<file path="src/rtl/uart_rx_fifo.sv">
`default_nettype none
// ============================================================================
// Module   : uart_rx_fifo
// Brief    : 8N1 UART receiver (16x oversampling) feeding a valid/ready FIFO
// Revision : 1.0
// ============================================================================
module uart_rx_fifo #(
    parameter int DIV        = 27,
    parameter int FIFO_DEPTH = 4
) (
    input  logic                          clock,
    input  logic                          reset,
    input  logic                          rxd_line,
    output logic [7:0]                    rx_data,
    output logic                          rx_valid,
    input  logic                          rx_ready,
    output logic [$clog2(FIFO_DEPTH):0]   rx_count,
    output logic                          frame_err,
    output logic                          overrun
);

    localparam int          c_PTR_W  = $clog2(FIFO_DEPTH);
    localparam int          c_CNT_W  = c_PTR_W + 1;
    localparam logic [15:0] c_DIV_M1 = 16'(DIV - 1);

    localparam logic [2:0] c_ST_IDLE  = 3'd0;
    localparam logic [2:0] c_ST_START = 3'd1;
    localparam logic [2:0] c_ST_DATA  = 3'd2;
    localparam logic [2:0] c_ST_STOP  = 3'd3;
    localparam logic [2:0] c_ST_BREAK = 3'd4;

    logic                r_sync1, r_sync2;
    logic                w_rxd_s;
    logic [15:0]         r_tick_cnt;
    logic                w_tick, w_start_det, w_mid, w_bit_end;
    logic [2:0]          r_state;
    logic [3:0]          r_samp_cnt;
    logic [2:0]          r_bit_idx;
    logic [7:0]          r_shift;
    logic                r_push;
    logic                r_frame_err;

    logic [7:0]          r_mem [FIFO_DEPTH];
    logic [c_PTR_W-1:0]  r_wr_ptr, r_rd_ptr, w_rd_inc;
    logic [c_CNT_W-1:0]  r_count;
    logic [7:0]          r_head, w_head_next;
    logic                r_overrun;
    logic                w_full, w_pop, w_push;

    assign w_rxd_s = r_sync2;

    always_ff @(posedge clock or posedge reset) begin
        if (reset) begin
            r_sync1 <= 1'b1;
            r_sync2 <= 1'b1;
        end else begin
            r_sync1 <= rxd_line;
            r_sync2 <= r_sync1;
        end
    end

    // Restarting the divider on the start edge centres every sample in its bit.
    assign w_tick      = (r_tick_cnt == c_DIV_M1);
    assign w_start_det = (r_state == c_ST_IDLE) && !w_rxd_s;
    assign w_mid       = w_tick && (r_samp_cnt == 4'd7);
    assign w_bit_end   = w_tick && (r_samp_cnt == 4'd15);

    always_ff @(posedge clock or posedge reset) begin
        if (reset) begin
            r_tick_cnt <= 16'd0;
        end else if (w_start_det || w_tick) begin
            r_tick_cnt <= 16'd0;
        end else begin
            r_tick_cnt <= r_tick_cnt + 16'd1;
        end
    end

    always_ff @(posedge clock or posedge reset) begin
        if (reset) begin
            r_state     <= c_ST_IDLE;
            r_samp_cnt  <= 4'd0;
            r_bit_idx   <= 3'd0;
            r_shift     <= 8'd0;
            r_push      <= 1'b0;
            r_frame_err <= 1'b0;
        end else begin
            r_push      <= 1'b0;
            r_frame_err <= 1'b0;
            if (w_tick) begin
                r_samp_cnt <= r_samp_cnt + 4'd1;
            end
            case (r_state)
                c_ST_IDLE: begin
                    if (!w_rxd_s) begin
                        r_state    <= c_ST_START;
                        r_samp_cnt <= 4'd0;
                    end
                end
                c_ST_START: begin
                    if (w_mid) begin
                        if (!w_rxd_s) begin
                            r_state    <= c_ST_DATA;
                            r_bit_idx  <= 3'd0;
                            r_samp_cnt <= 4'd0;
                        end else begin
                            r_state <= c_ST_IDLE;
                        end
                    end
                end
                c_ST_DATA: begin
                    if (w_bit_end) begin
                        r_shift   <= {w_rxd_s, r_shift[7:1]};
                        r_bit_idx <= r_bit_idx + 3'd1;
                        if (r_bit_idx == 3'd7) begin
                            r_state <= c_ST_STOP;
                        end
                    end
                end
                c_ST_STOP: begin
                    if (w_bit_end) begin
                        if (w_rxd_s) begin
                            r_push  <= 1'b1;
                            r_state <= c_ST_IDLE;
                        end else begin
                            r_frame_err <= 1'b1;
                            r_state     <= c_ST_BREAK;
                        end
                    end
                end
                c_ST_BREAK: begin
                    if (w_rxd_s) begin
                        r_state <= c_ST_IDLE;
                    end
                end
                default: r_state <= c_ST_IDLE;
            endcase
        end
    end

    assign w_full   = (r_count == c_CNT_W'(FIFO_DEPTH));
    assign w_pop    = rx_valid && rx_ready;
    assign w_push   = r_push && (!w_full || w_pop);
    assign w_rd_inc = r_rd_ptr + c_PTR_W'(1);

    always_ff @(posedge clock) begin
        if (w_push) begin
            r_mem[r_wr_ptr] <= r_shift;
        end
    end

    // Head register tracks the entry at the read pointer after this cycle;
    // a byte landing in an empty (or emptying) FIFO bypasses the array.
    always_comb begin
        w_head_next = r_head;
        if (w_pop) begin
            if (r_count == c_CNT_W'(1)) begin
                w_head_next = r_shift;
            end else begin
                w_head_next = r_mem[w_rd_inc];
            end
        end else if ((r_count == c_CNT_W'(0)) && w_push) begin
            w_head_next = r_shift;
        end
    end

    always_ff @(posedge clock or posedge reset) begin
        if (reset) begin
            r_wr_ptr  <= '0;
            r_rd_ptr  <= '0;
            r_count   <= '0;
            r_head    <= 8'd0;
            r_overrun <= 1'b0;
        end else begin
            r_head    <= w_head_next;
            r_overrun <= r_push && w_full && !w_pop;
            if (w_push) begin
                r_wr_ptr <= r_wr_ptr + c_PTR_W'(1);
            end
            if (w_pop) begin
                r_rd_ptr <= w_rd_inc;
            end
            case ({w_push, w_pop})
                2'b10:   r_count <= r_count + c_CNT_W'(1);
                2'b01:   r_count <= r_count - c_CNT_W'(1);
                default: r_count <= r_count;
            endcase
        end
    end

    assign rx_data   = r_head;
    assign rx_valid  = (r_count != c_CNT_W'(0));
    assign rx_count  = r_count;
    assign frame_err = r_frame_err;
    assign overrun   = r_overrun;

endmodule
`default_nettype wire

</file>
<file path="config.mk">
export PLATFORM = sky130hd
export DESIGN_NAME = uart_rx_fifo
export DESIGN_NICKNAME = d
export VERILOG_FILES = /design/src/rtl/uart_rx_fifo.sv
export SDC_FILE = /design/constraint.sdc
export NUM_CORES = 1
export LEC_CHECK = 0
export CAP_MARGIN = 20
export CORE_UTILIZATION = 55
export DETAILED_ROUTE_END_ITERATION = 10
export HOLD_SLACK_MARGIN = 0.02
export PLACE_DENSITY = 0.78
export SLEW_MARGIN = 10
export SYNTH_ARGS = -nofsm -noshare
export SYNTH_HDL_FRONTEND = slang
export SYNTH_SLANG_ARGS = --single-unit
</file>
<file path="constraint.sdc">
create_clock -name clock -period 2.1 [get_ports clock]
set_input_delay 0.315 -clock clock [delete_from_list [all_inputs] [get_ports clock]]
set_output_delay 0.315 -clock clock [all_outputs]
set_load 0.01 [all_outputs]
</file>
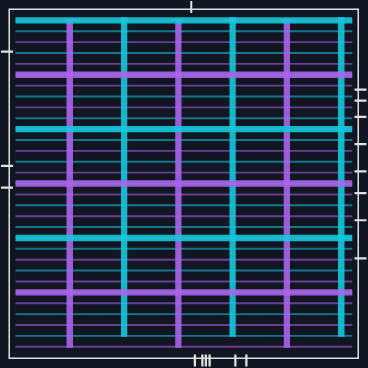
run_1/floorplan.png
(4 px per um) Pins as bars on the die edge.
VDD -> cyan
VSS -> purple
met1 rails = 31
rows = 30
met5 straps = 6

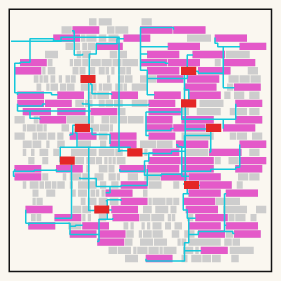
run_1/clock_wires.png
(3 px per um)
clock wires -> cyan  # length 957 um
clock-net drivers -> red  # count 9
flip-flops -> magenta  # count 86
routed clock nets = 10

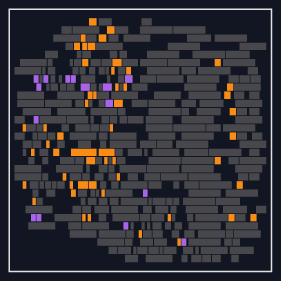
run_1/gates.png
(3 px per um)
nor cells -> orange  # cells 52, most used nor2_1, where widely spread
aoi and oai cells -> purple  # cells 15

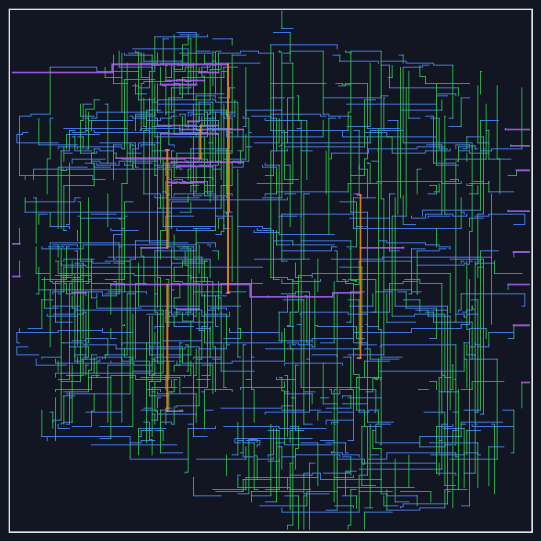
run_1/layers.png
(6 px per um)
M3 -> purple  # wire length 212 um
M1 -> blue  # wire length 3280 um
M4 -> orange  # wire length 108 um
M2 -> green  # wire length 3830 um
average wire per standard cell: 16.8 um
via count: 2494
drt total wl: 7420 um
global router's overall resource usage: 21.8%

==> reports/metrics.cfg, run 1 <==
[power_and_ir_drop]
power.switching_mw=0.655
power.density_cell_area_nw_per_um2=669
power_share_of_the_clock_group_pct=42.7
switching_share_of_power_pct=21.2
pg_comb_mw=0.0350
powerClk_mw=1.32
power.static_leakage_nw=2.01
totalPowerFinal_mw=3.09
power.largest_group=registers

[yosys]
post_synth_most_frequent_cells=sky130_fd_sc_hd__dfrtp_1, sky130_fd_sc_hd__edfxtp_1, sky130_fd_sc_hd__nor2_1
xor_share_pct=4.20
synthMuxAreaShare_pct=8.08
synthAdderAreaFrac_pct=4.42
synth-warning-count=0
synth-cells-yosys=303
syn_area_per_cell_um2=13.1
asyncSetResetFlopFracSynth_pct=62.8
edf_count=32
synth_top_cell_by_area=sky130_fd_sc_hd__dfrtp_1
yosys_register_bits=86
synth_compound_gate_area_share_pct=5.68
post_synth_instance_area_um2=3970
post_synth_and_or_nand_nor_area_fraction_pct=16.5
synth_top_cell_by_count=sky130_fd_sc_hd__dfrtp_1
dominantRegCellSynth=sky130_fd_sc_hd__dfrtp_1

[setup_path]
cp_cell_sequence=nor4_1 -> nand4_1 -> or4_1 -> buf_4 -> mux2_4
crit_path_max_incr_delay_ps=420
cp_num_cells=5
worst-path-buf-inv=1
end_kind=flop
crit_type=flop to flop
reg_to_reg_endpoint=r_shift[4]
critical_path.slowest_cell=sky130_fd_sc_hd__nor4_1
timing.critical_path.from_type=flop
setup.worst_path.end=r_shift[4]

[clock_tree]
cts_buffers=9
clk_transition_reported_paths_ps=90
cts_resized=0
tritoncts=done
clock_sinks=86
max_root_sink_buffers=2
ctsRootBufferMaster=sky130_fd_sc_hd__clkbuf_8

[status]
run_status=complete, no violations

[drt]
highest-signal-layer=met4
first_pass_iters=4
dr.first_iter.drc_count=128
met1_length_um=3280

[placed_design]
place_congestion=0.929
post-place-ws_ps=90.5
dpl.cell_count=423

[floorplanning]
floorplan.io_pins=18
die_height_um=86.9
fp_util_pct=57.7
tapcell.inserted=96
design.core.area_um2=6870

[cells_and_area]
final_util_pct=67.2
lay_top_cells=sky130_fd_sc_hd__dfrtp_1, sky130_fd_sc_hd__edfxtp_1, sky130_fd_sc_hd__nor2_1, sky130_fd_sc_hd__buf_4, sky130_fd_sc_hd__clkdlybuf4s50_1
final_nets=358
logic_gate_count=191
final_layout_size_suffix_gt1_share_pct=18.0
largest_register=r_mem
layout.clock.cell_area_share_pct=4.96
largest_register_ffs=32

[global_route]
most_crowded_layer_after_global_routing=met2
gr-usage-met2_pct=37.0
grt_max_degree=34
grt_first_pass_wirelength_um=12300
grtUsageMet1_pct=28.0
global_route.usage.met3_pct=3.70
initial_antenna_violation_count=0

[flow_run]
max_cap_viol=0

[sta]
hold-worst-slack_ps=310
setup_ws_ps=45.6
timing_hold_violations_final=0
slew_headroom_pct=63.3

[hold_path]
hp-class=input pin to async pin

run_1/clock_nets.png
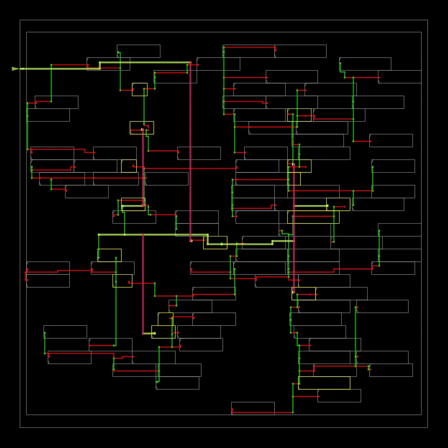

==> inputs of run 2 (changes only) <==
Settings changed: CORE_MARGIN from default to 4.
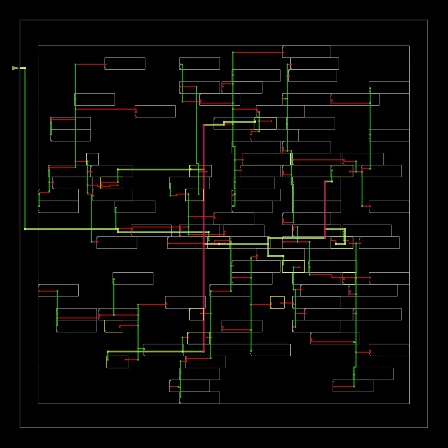
run_2/clock_nets.png
clock network power: 1.21 mW
TritonCTS sink count: 86
final-layout clock buffer total: 9
number of flip-flops and latches: 86

==> reports/metrics.cfg, run 2 <==
[global_route]
grt_first_pass_wirelength_um=12400  ; +0.33%
vias_in_the_first_global_route=2546
initial_antenna_violation_count=0  ; unchanged
global_router_s_overall_resource_usage_pct=18.4  ; -3.4 points
grtUsageMet1_pct=23.3  ; -4.6 points
gr-usage-met2_pct=30.0  ; -7.0 points
grt_max_degree=38  ; +12%
global_route.usage.met3_pct=4.96  ; +1.3 points
most_crowded_layer_after_global_routing=met2

[power_and_ir_drop]
part_of_the_power_in_registers_pct=58.3
power.share.combinational_pct=1.1
power_sequential_mw=1.74
switching_share_of_power_pct=22.2  ; +0.95 points
pg_comb_mw=0.0334  ; -5%
power.static_leakage_nw=2.04  ; +1.2%
power_share_of_the_clock_group_pct=40.6  ; -2.1 points
power.largest_group=registers
power.density_cell_area_nw_per_um2=644  ; -3.7%
totalPowerFinal_mw=2.98  ; -3.6%
power.switching_mw=0.659  ; +0.74%

[cells_and_area]
non_clock_buffer_area_share_pct=8.24
final_nets=361  ; +0.84%
fillerInstances=539
layout.non_clock_inverters=12
diodes=0
largest_register=r_mem
final_util_pct=66.9  ; -0.29 points
lay_top_cells=sky130_fd_sc_hd__dfrtp_1, sky130_fd_sc_hd__edfxtp_1, sky130_fd_sc_hd__buf_4, sky130_fd_sc_hd__nor2_1, sky130_fd_sc_hd__clkdlybuf4s50_1
final_layout_size_suffix_gt1_share_pct=18.7  ; +0.71 points
ff_latch_area_um2=2310
final_area_um2=4620
layout.clock.cell_area_share_pct=4.52  ; -0.44 points
logic_gate_count=191  ; unchanged
register_fraction_of_the_total_cell_area_pct=50.1
largest_register_ffs=32  ; unchanged
finalNonFillerCells=444
logic_area_um2=1550
layout.non_clock_buffers=43

[yosys]
edf_count=32  ; unchanged
syn_area_per_cell_um2=13.1  ; unchanged
yosys_register_bits=86  ; unchanged
synth_top_cell_by_area=sky130_fd_sc_hd__dfrtp_1
dominantRegCellSynth=sky130_fd_sc_hd__dfrtp_1
post_synth_most_frequent_cells=sky130_fd_sc_hd__dfrtp_1, sky130_fd_sc_hd__edfxtp_1, sky130_fd_sc_hd__nor2_1
number_of_nets_at_floorplan=321
logic_family=simple AND/OR/NAND/NOR gates
synth_top_cell_by_count=sky130_fd_sc_hd__dfrtp_1
synth-warning-count=0  ; unchanged
yosysChipArea_um2=3970
post_synth_and_or_nand_nor_area_fraction_pct=16.5  ; unchanged
post_synth_instance_area_um2=3970  ; unchanged
synthMuxAreaShare_pct=8.08  ; unchanged
xor_share_pct=4.20  ; unchanged
asyncSetResetFlopFracSynth_pct=62.8  ; unchanged
synthAdderAreaFrac_pct=4.42  ; unchanged
synth-cells-yosys=303  ; unchanged
synth_cell_type_count=46
synth_compound_gate_area_share_pct=5.68  ; unchanged

[sta]
maximum_operating_frequency_ghz=0.509
final_max_slew_viol_count=0
worst-slew-pin-transition_ps=509
finalCriticalPeriod_ps=1960
setup_ws_ps=135  ; +89.4 ps
slew_headroom_pct=65.8  ; +2.5 points
fin_tns_setup_ps=0
timing_hold_violations_final=0  ; unchanged
hold-worst-slack_ps=256  ; -54.1 ps

[setup_path]
cp_num_cells=7  ; +2
required_ps=2350
crit_type=flop to flop
path_delay_family=simple AND/OR/NAND/NOR gates
worst_r2r_startpoint=r_tick_cnt[0]
end_kind=flop
worst-path-buf-inv=2  ; +1
reg_to_reg_endpoint=r_shift[0]
setup.worst_path.end=r_shift[0]
crit_path_max_incr_delay_ps=410  ; about the same
worst_setup_path_startpoint=r_tick_cnt[0]
timing.critical_path.from_type=flop
critical_path.slowest_cell=sky130_fd_sc_hd__or4_1
cp_cell_sequence=inv_1 -> ha_1 -> nor4b_4 -> nand4_1 -> or4_1 -> buf_4 -> mux2_4

[drt]
detailroute.via_count=2467  ; -1.1%
dr.first_iter.drc_count=120  ; -6.3%
drt-wirelength-per-cell_um=15.9  ; -5.5%
route.detailed.vias_per_inst=5.56
finalWirelength_um=7060  ; -4.9%
dr_wl_met2_um=3540
first_pass_iters=4  ; unchanged
post-route-drc-count=0
highest-signal-layer=met4
ant_nets=0
met1_length_um=3150  ; -3.7%

[flow_run]
max_cap_viol=0  ; unchanged

[placed_design]
detailedPlacementHpwl_um=5030
dpl.cell_count=426  ; +0.71%
place_congestion=0.900  ; -3.2%
post-place-ws_ps=133  ; +42.8 ps

[clock_tree]
ctsRootBufferMaster=sky130_fd_sc_hd__clkbuf_8
post_cts.repair.setup_buffers=1
clock_latency_of_the_later_clocked_register_in_the_worst_skew_pair_ps=360
cts_buffers=9  ; unchanged
cts_resized=0  ; unchanged
h-tree-depth=3
clk_transition_reported_paths_ps=90  ; about the same
max_root_sink_buffers=2  ; unchanged
tritoncts=done

[floorplanning]
die_height_um=92.9  ; +6.9%
tapcell.inserted=96  ; unchanged
placement_rows=30
die_area_um2=8630
design.core.area_um2=6910  ; +0.55%
floorplan.io_pins=18  ; unchanged
fp_util_pct=57.4  ; -0.31 points

[hold_path]
hp-class=input pin to async pin

[status]
run_status=complete, no violations

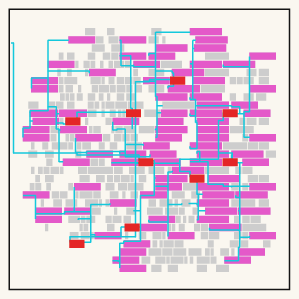
run_2/clock_wires.png
(3 px per um)
flip-flops -> magenta  # count 86
clock-net drivers -> red  # count 9
clock wires -> cyan  # length 953 um
routed clock nets = 10
flops lie = widely spread

Power and IR drop assume default switching activity.
